Fig. 1: placement by cell class
Fill, decap, tap and diode cells in grey.
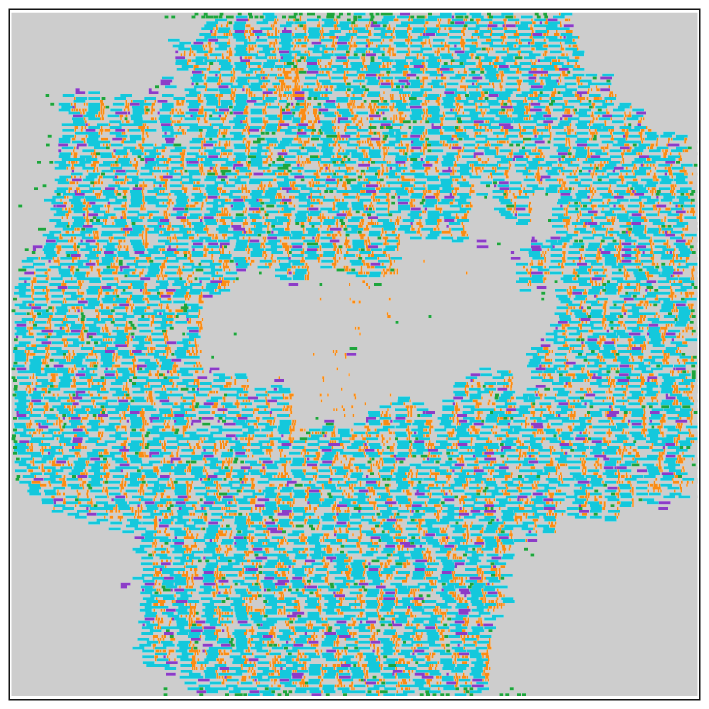
Fig. 2: signal wires by layer
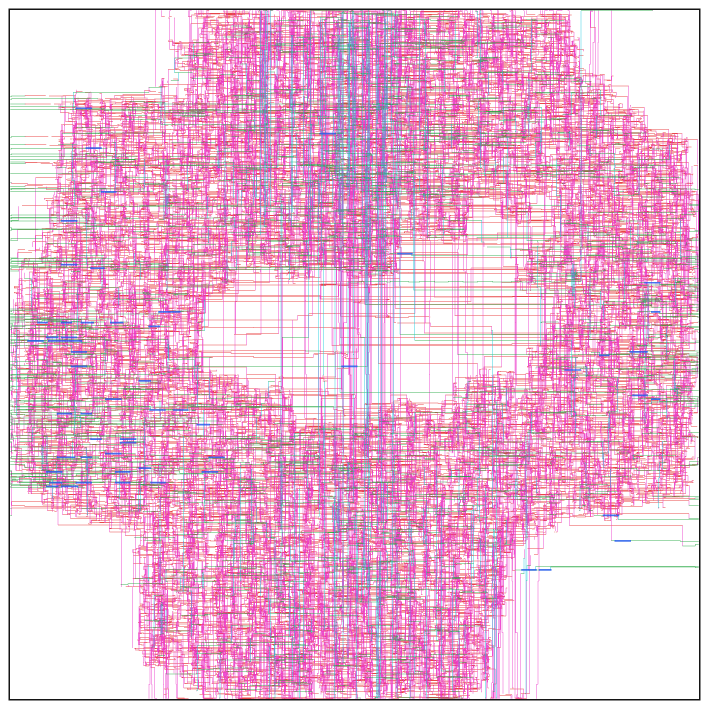
Fig. 3: clock wires, drivers and flops
The bar under the picture is 200 µm long.
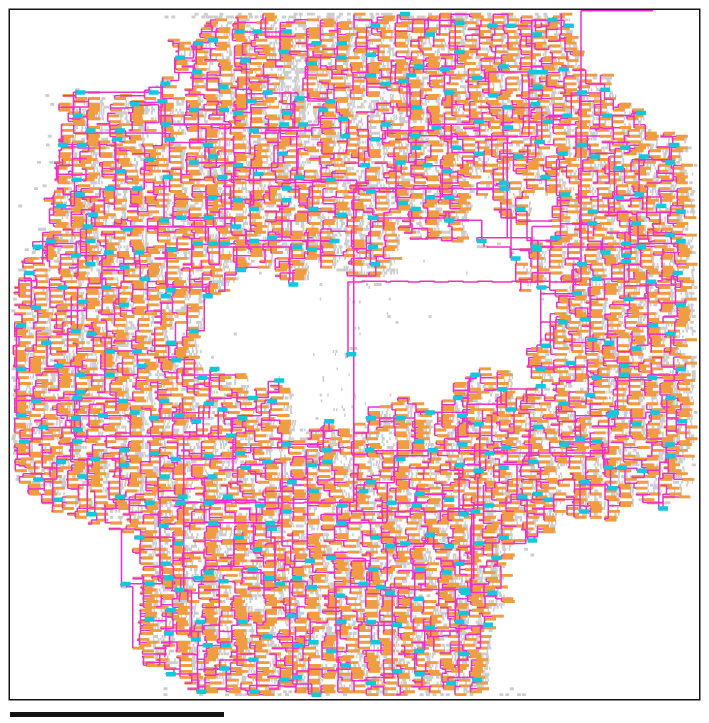
Fig. 4: placed standard cells
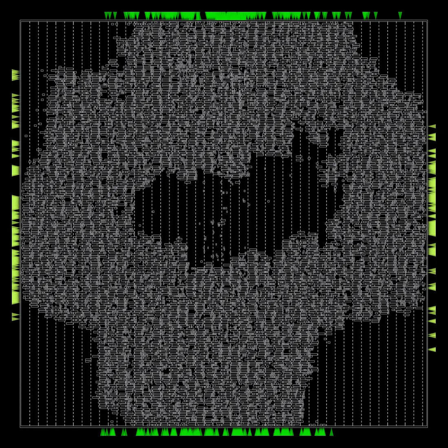
Fig. 5: pin placement
Pins as bars across the die edge, other pins in grey.
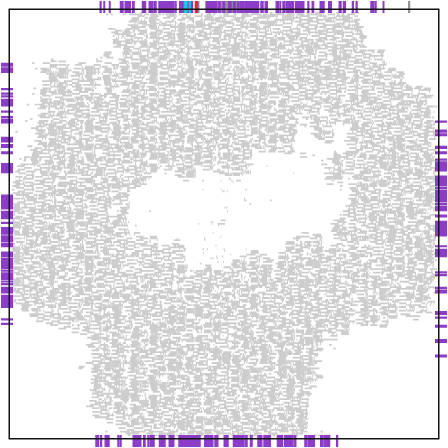
`src/rtl/result_serializer.sv`:
```
// Output stage of the MLP accelerator: gathers 2-row result slices into a
// 16x16 matrix, then streams it out two elements per 32-bit word.
module result_serializer #(
  parameter int DATA_W         = 16,
  parameter int COLS           = 16,
  parameter int ROWS_PER_ROUND = 2,
  parameter int ROUNDS         = 8
) (
  input  logic                                          clk,
  input  logic                                          rst,
  input  logic                                          round_valid_i,
  input  logic [3:0]                                    round_number_i,
  input  logic [ROWS_PER_ROUND-1:0][COLS-1:0][DATA_W-1:0] round_data_i,
  input  logic                                          result_ready_i,
  output logic                                          result_valid_o,
  output logic [2*DATA_W-1:0]                           result_payload_o,
  output logic                                          result_last_o,
  output logic                                          busy_o,
  output logic                                          drop_err_o
);

  localparam int ROWS  = ROUNDS * ROWS_PER_ROUND;
  localparam int WORDS = ROWS * COLS / 2;
  localparam int KW    = $clog2(WORDS);
  localparam int RW    = $clog2(ROWS);
  localparam int PW    = KW - RW;

  typedef enum logic {COLLECT, STREAM} state_t;

  state_t                       state_q;
  logic [COLS-1:0][DATA_W-1:0]  mat_q [ROWS];
  logic [ROUNDS-1:0]            mask_q;
  logic [KW-1:0]                k_q;

  logic              legal;
  logic [2:0]        slot;
  logic              xfer;
  logic              final_xfer;
  logic              accept;
  logic              drop;
  logic [ROUNDS-1:0] mask_set;
  logic [ROUNDS-1:0] mask_next;
  logic [RW-1:0]     rd_row;
  logic [PW-1:0]     rd_pair;

  // Handshake: a word moves on any edge where result_valid_o & result_ready_i;
  // once valid is up it holds, with payload/last stable, until that transfer.
  always_comb begin
    legal      = ~round_number_i[3];
    slot       = round_number_i[2:0];
    xfer       = (state_q == STREAM) & result_ready_i;
    final_xfer = xfer & (k_q == KW'(WORDS - 1));
    // The edge that retires the last word already belongs to the next collection.
    accept     = round_valid_i & legal & ((state_q == COLLECT) | final_xfer);
    drop       = round_valid_i & ~accept;
    mask_set   = accept ? (ROUNDS'(1) << slot) : '0;
    mask_next  = mask_q | mask_set;
  end

  always_ff @(posedge clk) begin
    if (accept) begin
      mat_q[{slot, 1'b0}] <= round_data_i[0];
      mat_q[{slot, 1'b1}] <= round_data_i[1];
    end
  end

  always_ff @(posedge clk) begin
    if (rst) begin
      state_q    <= COLLECT;
      mask_q     <= '0;
      k_q        <= '0;
      drop_err_o <= 1'b0;
    end else begin
      if (drop) drop_err_o <= 1'b1;
      case (state_q)
        COLLECT: begin
          if (mask_next == '1) begin
            state_q <= STREAM;
            mask_q  <= '0;
            k_q     <= '0;
          end else begin
            mask_q <= mask_next;
          end
        end
        STREAM: begin
          if (xfer) begin
            k_q <= k_q + KW'(1);
            if (final_xfer) begin
              state_q <= COLLECT;
              mask_q  <= mask_next;
            end
          end
        end
        default: state_q <= COLLECT;
      endcase
    end
  end

  always_comb begin
    rd_row           = k_q[KW-1:PW];
    rd_pair          = k_q[PW-1:0];
    busy_o           = (state_q == STREAM);
    result_valid_o   = busy_o;
    result_last_o    = busy_o & (k_q == KW'(WORDS - 1));
    result_payload_o = '0;
    if (busy_o)
      result_payload_o = {mat_q[rd_row][{rd_pair, 1'b1}], mat_q[rd_row][{rd_pair, 1'b0}]};
  end

endmodule
```
`config.mk`:
```
export PLATFORM = sky130hd
export DESIGN_NAME = result_serializer
export DESIGN_NICKNAME = d
export VERILOG_FILES = /design/src/rtl/result_serializer.sv
export SDC_FILE = /design/constraint.sdc
export NUM_CORES = 2
export LEC_CHECK = 0
export ABC_AREA = 1
export CAP_MARGIN = 10
export CORE_MARGIN = 1
export CORE_UTILIZATION = 40
export DETAILED_ROUTE_END_ITERATION = 8
export PLACE_DENSITY = 0.62
export SLEW_MARGIN = 30
export SYNTH_ARGS = -nofsm -noshare
export SYNTH_HDL_FRONTEND = slang
export SYNTH_SLANG_ARGS = --single-unit
```
`constraint.sdc`:
```
create_clock -name clk -period 37.5 [get_ports clk]
set_input_delay 7.5 -clock clk [delete_from_list [all_inputs] [get_ports clk]]
set_output_delay 7.5 -clock clk [all_outputs]
set_load 0.005 [all_outputs]
```
==> highlights.md <==
• run status: finished clean
• Routed met3 length: 40800 µm
• highest net fanout along the worst path: 175
• number of warnings issued by yosys: 0
• chip footprint: 415000 µm²
• fraction of synthesized area in multiplexers: 0%
• drc violations: 0
• Leakage: 64.7 nW
• critical path arrival: 8.18 ns
• dominant kind of combinational cell: simple AND/OR/NAND/NOR gates
• CTS tree: done
• synthesized chip area reported by yosys: 165000 µm²
• Yosys Instances: 13400
• Power Density: 50.6 nW/µm²
• first-pass detailed-route iteration total: 6
• worst skew pair latency: 1.03 ns
• adder and majority cell fraction of the synthesized area: 0.00758%
• sinks on the clock net: 4117
• simple-gate portion of the synthesized area: 22.0%
• area share, top type: 74.5%
• Post-Syn Instances: 13400
• antenna-violating nets left: 0
• count of maximum capacitance violations: 0
• M1 wire length: 195000 µm
• Initial DRC Count: 10900
• Required @ worst endpoint: 30.00 ns
• deepest clock path buffer count: 4
• sort of element at the start of the critical path: flip-flop
• logic area: 36600 µm²
• top cell type by instance count after synthesis: sky130_fd_sc_hd__nand2_1
• hpwl dp: 284000 µm
• number of synthesized register bits: 4117
• initial cell density of the core: 40.2%
• post-synthesis compound-gate area fraction: 0.0864%
• setup repair after global routing missed its margin: no
• met2 wire length: 230000 µm
• worst hold path stage count: 2
• count of input and output buffers: 555
• final critical-path share of the clock period: 41.8%
Back to the opening pictures, Fig. 1:
- purple: clock drivers and dummy loads (cells 771)
- green: remaining buffers and delay cells (cells 750)
- orange: remaining logic cells (cells 8421)
- cyan: registers (cells 4117)
site row count: 235
Seq area share: 65.5%
fin area: 189000 µm²
share of the core filled with cells: 46.0%

Back to the opening pictures, Fig. 2:
- cyan: M4 (wire length 23.6 mm)
- magenta: M2 (wire length 230 mm)
- green: M3 (wire length 40.8 mm)
- blue: M5 (wire length 713 µm)
- red: M1 (wire length 195 mm)
total wire length after detailed routing: 491000 µm
overall via count from detail_route: 106000
mean routed wirelength per cell: 25.0 µm

Back to the opening pictures, Fig. 3:
- orange: flip-flops (count 4117)
- cyan: clock-net drivers (count 422)
- magenta: clock wires (length 46.9 mm)
- flops lie: spread over the die
clock network power share: 43.6%
worst setup skew after layout: 0.0573 ns

Back to the opening pictures, Fig. 4:
fillcell total: 36300
Core Region: 410000 µm²

Back to the opening pictures, Fig. 5:
- red: result_ready_i (pins 1; direction input; edge top)
- cyan: round_number_i (pins 4; direction input; edge top)
- purple: round_data_i (pins 512; direction input; edge 157 bottom, 147 top, 120 left, 88 right)
- all pins by edge: 191 top, 157 bottom, 120 left, 88 right
die boundary width: 644 µm
floorplan die height: 644 µm

-- sequential cells by signal, summed over array words and instances (netlist names), named ones only --
| name | cells |
|---|---|
| mat_q | 4096 |
| mask_q | 8 |
| k_q | 7 |
| busy_o | 1 |
| drop_err_o | 1 |
-- kinds of logic after synthesis --
family | after synthesis
AND-OR/OR-AND | 25
adder cells (fa/ha/maj) | 1
buffers and inverters | 940
flip-flops | 4117
AND/OR/NAND/NOR | 8363
-- worst paths after layout --
check	slack, ns	from	endpoint
max reg2reg	30.87	k_q[0]	mat_q[4][80]
max	21.82	flip-flop	result_payload_o[13]
min	0.47	drop_err_o	drop_err_o
min reg2reg	0.47	drop_err_o	drop_err_o
-- where the power goes --
group | leakage (nW) | internal [mW] | switching [mW]
sequential | 37.2 | 5.16 | 0.0190
clock | 6.61 | 2.38 | 1.77
combinational | 20.9 | 0.0696 | 0.138
-- metal layers --
layer / track usage, % / vias up
met2: 36.7 / 4032
li1: - / 48800
met4: 11.2 / 112
met3: 5.41 / 1045
met5: 0 / -
met1: 29.7 / 52500
-- area by class of cell --
type / count / area share [%]
Sequential cell: 4117 / 65.5
Multi-Input combinational cell: 8389 / 19.4
Clock buffer: 529 / 5.88
Timing Repair Buffer: 750 / 3.95
Tap cell: 5451 / 3.62
Clock inverter: 242 / 1.37
Antenna cell: 149 / 0.198
Inverter: 32 / 0.118
-- through the flow --
stage	util, %	cells	cell area (µm²)	total power [mW]	setup slack [ns]
final	46.0	19700	189000	9.54	21.82
after global routing	45.9	19600	188000	9.79	21.43
after global placement	42.5	18700	174000	5.48	23.00
after detailed placement	42.5	18700	174000	5.48	22.93
after CTS	45.9	19500	188000	9.60	21.88
after floorplan	-	13400	165000	5.36	6.95
-- layout by cell type (no fill, tap or decap), types with 2 or more instances in the layout --
cell,instances
sky130_fd_sc_hd__buf_6,6
sky130_fd_sc_hd__nand3_1,3919
sky130_fd_sc_hd__nand2_2,3
sky130_fd_sc_hd__inv_8,10
sky130_fd_sc_hd__clkinv_4,3
sky130_fd_sc_hd__buf_16,5
sky130_fd_sc_hd__inv_1,19
sky130_fd_sc_hd__inv_16,6
sky130_fd_sc_hd__o21bai_2,2
sky130_fd_sc_hd__clkinv_8,5
sky130_fd_sc_hd__clkbuf_1,101
sky130_fd_sc_hd__dfxtp_1,13
sky130_fd_sc_hd__buf_4,160
sky130_fd_sc_hd__edfxtp_1,4096
sky130_fd_sc_hd__o31ai_1,2
sky130_fd_sc_hd__clkinvlp_4,9
sky130_fd_sc_hd__nand2_1,4382
sky130_fd_sc_hd__nor2_1,22
sky130_fd_sc_hd__clkinv_16,12
sky130_fd_sc_hd__and3_1,32
sky130_fd_sc_hd__clkinv_1,108
sky130_fd_sc_hd__o21ai_0,11
sky130_fd_sc_hd__inv_6,4
sky130_fd_sc_hd__a21oi_1,9
sky130_fd_sc_hd__buf_12,24
sky130_fd_sc_hd__clkdlybuf4s50_1,555
sky130_fd_sc_hd__clkbuf_16,428
sky130_fd_sc_hd__bufinv_16,41
sky130_fd_sc_hd__diode_2,149
sky130_fd_sc_hd__dfxtp_4,7
sky130_fd_sc_hd__clkinv_2,55
sky130_fd_sc_hd__nor2_4,2
Power figures rest on the tool's default switching activity, not on a simulated workload.
